Figure 1. Congestion heat map (run 1).
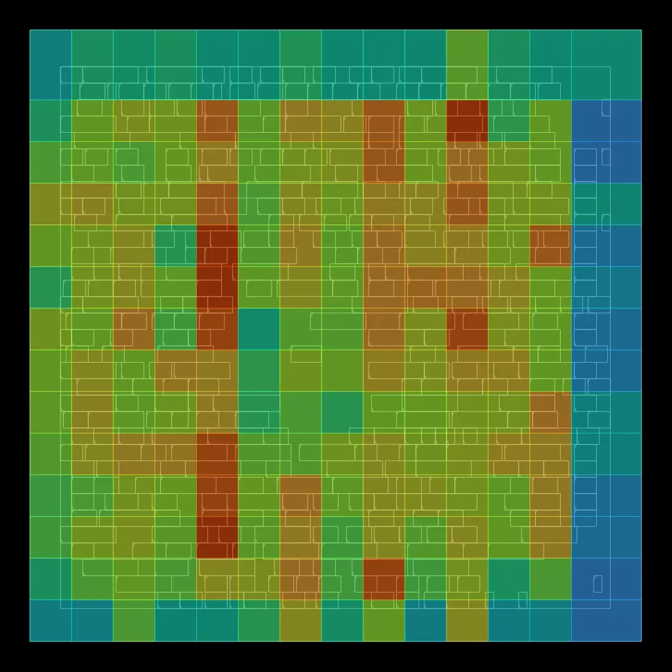
Figure 2. PDN straps and rails (run 1).
Drawn at 4 px/um. Pins as bars on the die edge.
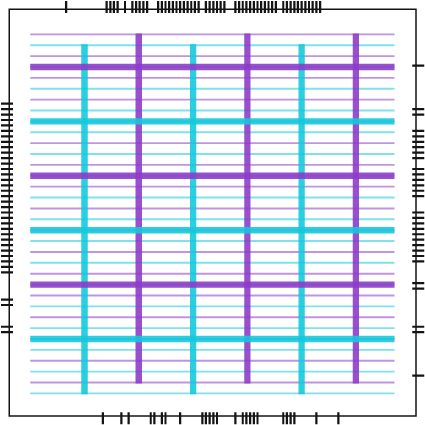
Figure 3. Clock network drawn from the DEF (run 1).
Drawn at 6 px/um.
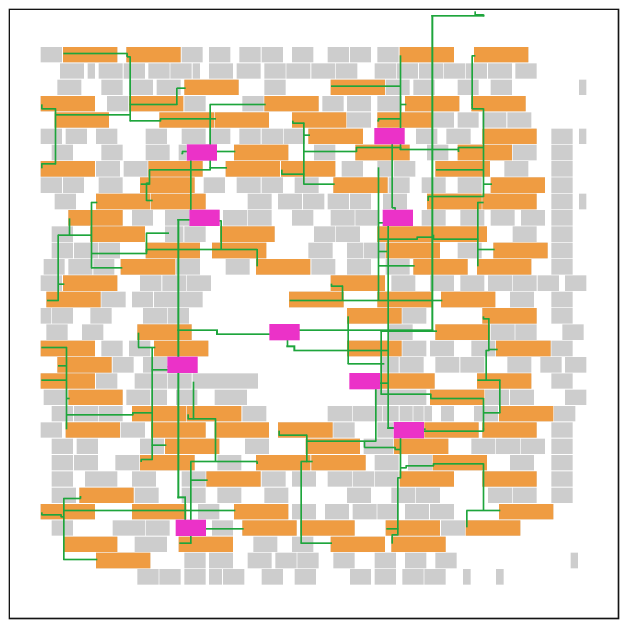
Figure 4. Layout detail (run 1).
Window x 66 to 86, y 66 to 86 um. Cells in gray, sequential cells in the stronger gray; small squares are vias.
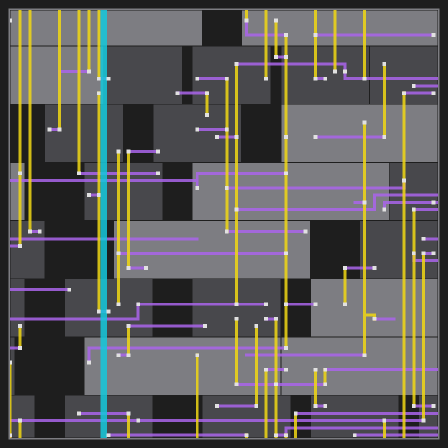
==> config.mk <==
export PLATFORM = sky130hd
export DESIGN_NAME = operand_pairer_flat
export DESIGN_NICKNAME = d
export VERILOG_FILES = /design/src/rtl/operand_pairer_if.sv /design/src/rtl/operand_pairer.sv /design/src/flat_wrapper.sv
export SDC_FILE = /design/constraint.sdc
export NUM_CORES = 1
export LEC_CHECK = 0
export ABC_AREA = 0
export ABC_CLOCK_PERIOD_IN_PS = 7400
export CAP_MARGIN = 20
export CORE_MARGIN = 5
export CORE_UTILIZATION = 50
export CTS_BUF_LIST = sky130_fd_sc_hd__clkbuf_8
export DETAILED_ROUTE_END_ITERATION = 7
export PLACE_DENSITY = 0.87
export SYNTH_ARGS = -nofsm -noshare
export SYNTH_HDL_FRONTEND = slang
export SYNTH_SLANG_ARGS = --single-unit
export TNS_END_PERCENT = 30
==> constraint.sdc <==
create_clock -name clk -period 7.4 [get_ports clk]
set_input_delay 1.48 -clock clk [delete_from_list [all_inputs] [get_ports clk]]
set_output_delay 1.48 -clock clk [all_outputs]
set_load 0.005 [all_outputs]
==> results.json, run 1 <==
{
  "layout.cells.non_filler": 500,
  "numSequentialCells": 99,
  "drt-met1-wl_mm": 3.464,
  "seq_pwr_w": 0.000700,
  "post-cts-setup-buffer-count": 0,
  "grt_start_max_net_pins": 58,
  "adder_share_pct": 0,
  "period_minus_slack_ns": 3.224,
  "setup_repair_after_global_routing_missed_its_margin": "false",
  "yosys_area_um2": 4166,
  "first_pass_iters": 4,
  "fin_setup_tns_ns": 0,
  "floorplanUtilization_pct": 50.96,
  "top_cells_by_count": "sky130_fd_sc_hd__dfrtp_1, sky130_fd_sc_hd__mux2_2, sky130_fd_sc_hd__mux2_1, sky130_fd_sc_hd__buf_4, sky130_fd_sc_hd__buf_6",
  "worstPathCellList": "buf_2 > nor2_2 > nor4b_4 > buf_4 > mux2_2",
  "numPortBuffers": 134,
  "synth_area_um2": 4166,
  "enable_flop_cells": 0,
  "nets": 459,
  "post_synth_xor_area_fraction_pct": 0,
  "routed-wl-met3_um": 588,
  "run_status": "complete, no violations",
  "syn_inst": 258,
  "ys_sh_mux_pct": 35.05,
  "ctsResizeCount": 0,
  "finalWeightedCongestion": 0.6883,
  "worst_setup_end_kind": "flop",
  "clock-root-buffer": "sky130_fd_sc_hd__clkbuf_8",
  "drt_drc_violations_left": 0,
  "synthSimpleGateAreaFrac_pct": 1.111,
  "min_path_type": "flop to flop",
  "cellLeakagePower_nw": 2.379,
  "fin_hold_ws_ns": 0.4888,
  "synth_top_cell_by_area": "sky130_fd_sc_hd__dfrtp_1",
  "vdd.ir_drop.worst_uv": 155.4,
  "design_power_total_w": 0.001414,
  "place_inst": 484,
  "reg_to_reg_setup_timing_slack_ns": 5.61,
  "antenna_found_initial": 0,
  "pwr_density_cell_nw_per_um2": 246.9,
  "num-nonclk-buffers": 137,
  "p_seq_share_pct": 49.5,
  "critical_path_buf_inv_count": 2,
  "pwr-share-comb_pct": 26.1,
  "intPower_w": 0.001071,
  "worst-endpoint-arrival_ns": 3.46,
  "postRouteWirelength_mm": 8.498,
  "dp_hpwl_mm": 6.176,
  "cts_tree": "done",
  "sw_frac_of_total_pct": 24.25
}
About Figure 1:
Layout Utilization: 70.05%
fraction of met3 tracks used by global routing: 5.234%
most used routing layer: met2
WL/cell: 17.00 um
M2 GR Usage: 27.57%

About Figure 2:
VDD -> purple
VSS -> cyan
rows = 33
signal pins = 143
met1 rails = 34
met4 straps = 6
met5 straps = 6
Chip Height: 101.3 um
Die X: 101.3 um

About Figure 3:
flip-flops -> orange  # count 99
clock wires -> green  # length 1090 um
clock drivers -> magenta  # count 9
routed clock nets = 10
Late-Pin Clk Latency: 0.36 ns
power of the clock network: 0.000346 W
Setup Skew: 0.009795 ns
Clock Power Share: 24.5%

About Figure 4:
metal 1 -> purple
metal 2 -> yellow
metal 4 -> cyan
sequential cells in the window = 8
cells with their middle in the window = 22
most frequent = dfrtp_1 (8), mux2_2 (7), clkdlybuf4s50_1 (4)

Figure 5. Placed cells, one color a class (run 1).
Drawn at 4 px/um. Fill, decap, tap and diode cells in gray.
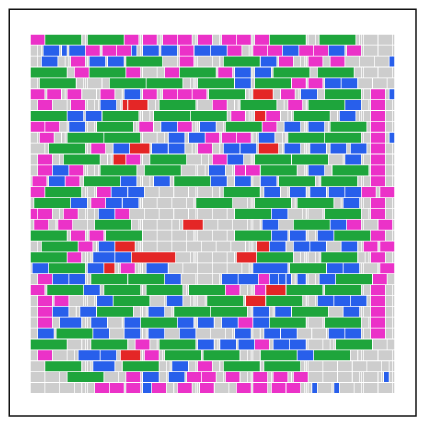

==> run 2, diff against run 1 <==
Settings changed: ABC_CLOCK_PERIOD_IN_PS 7400 to 3100, CORE_UTILIZATION 50 to 47, PLACE_DENSITY 0.87 to 0.83.
Clock period 7.4 ns to 3.1 ns, I/O delays scaled along.
Figure 6. Placed cells, one color a class (run 2).
Drawn at 4 px/um. Fill, decap, tap and diode cells in gray.
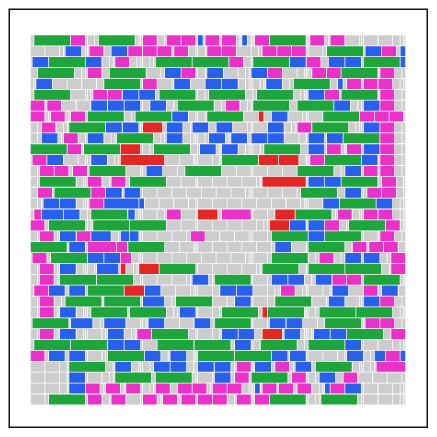
combinational and other logic -> blue  # cells 143
other buffers and delay cells -> magenta  # cells 139
clock drivers and dummy loads -> red  # cells 15
flops -> green  # cells 99
Layout Utilization: 66.71%
Final Cell Area: 5789 um^2
share of the final layout cell area in sequential cells: 42.79%
area of the core: 8678 um^2
cell row count: 34

==> run 2 against run 1 <==
  * Non-clock buffer count up 2
  * Sequential cell count unchanged
  * Synthesized cell count unchanged
  * Die size up 5.7%
  * Area after synthesis unchanged
  * First-iteration DRC count down 26%
  * Combinational power up 140%
  * Critical endpoint is now u_core.bus.extra_data_out[20]
==> results.json, run 2 <==
{
  "run_status": "complete, no violations",
  "antenna_found_initial": 0,
  "power.share.clock_pct": 25.6,
  "power_clock_w": 0.000878,
  "detailroute.via_count": 2544,
  "layout.cells.non_filler": 504,
  "min_period_over_period_pct": 69.61,
  "chipHeight_um": 104.2,
  "enable_flop_cells": 0,
  "worstPathCellList": "clkdlybuf4s50_1 > nor4b_4 > buf_4 > mux2_1",
  "critical_path_buf_inv_count": 2,
  "clk-insertion-delay-late_ns": 0.34,
  "numPortBuffers": 134,
  "num-nonclk-buffers": 139,
  "yosys_area_um2": 4166,
  "postRouteWirelength_mm": 8.501,
  "drt-met1-wl_mm": 3.818,
  "required_time_of_the_critical_path_ns": 3.33,
  "grt_busiest_layer": "met2",
  "fin_hold_ws_ns": 0.4884,
  "cellLeakagePower_nw": 2.413,
  "dp_hpwl_mm": 5.985,
  "synth_top_cell_by_area": "sky130_fd_sc_hd__dfrtp_1",
  "routed-wl-met3_um": 528,
  "die_w_um": 104.2,
  "worst_setup_end_kind": "flop",
  "fin_setup_tns_ns": 0,
  "floorplanUtilization_pct": 48.01,
  "yosys_cells": 258,
  "cts_tree": "done",
  "intPower_w": 0.002632,
  "syn_inst": 258,
  "worst-endpoint-arrival_ns": 2.39,
  "nets": 461,
  "synth_area_um2": 4166,
  "setup_repair_after_global_routing_missed_its_margin": "false",
  "drt_drc_violations_left": 0,
  "ys_sh_mux_pct": 35.05,
  "sw_frac_of_total_pct": 23.16,
  "reg_to_reg_setup_timing_slack_ns": 1.40,
  "first_pass_iters": 3,
  "pwr-share-comb_pct": 25.6,
  "synthSimpleGateAreaFrac_pct": 1.111,
  "grt_start_max_net_pins": 100,
  "ctsResizeCount": 0,
  "synth_area_per_cell_um2": 16.15,
  "place_inst": 489,
  "p_seq_share_pct": 48.8,
  "clock-root-buffer": "sky130_fd_sc_hd__clkbuf_8",
  "adder_share_pct": 0,
  "design_power_total_w": 0.003426,
  "finClkSkew_ns": 0.008828
}
Figure 7. Congestion heat map (run 2).
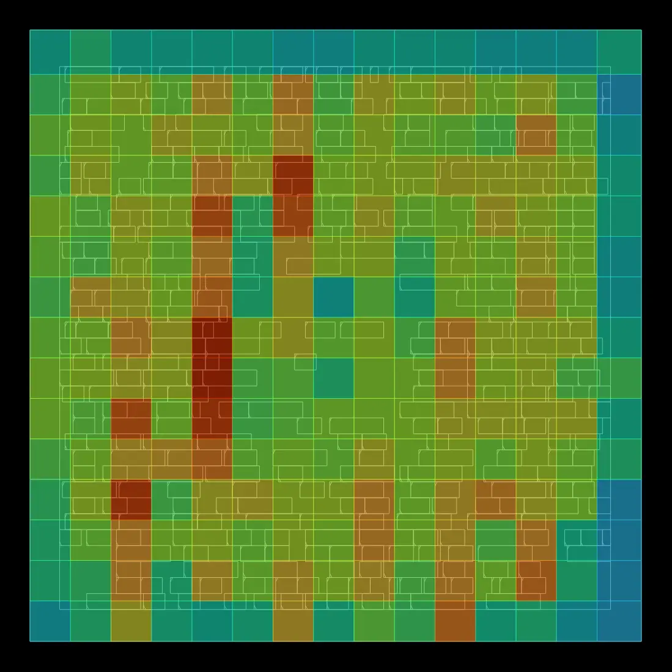
M2 GR Usage: 25.50%
met1 Usage GRT: 21.06%
WL/cell: 16.87 um
fraction of met3 tracks used by global routing: 4.469%
gr usage total: 15.90%

Power and IR drop assume default switching activity.
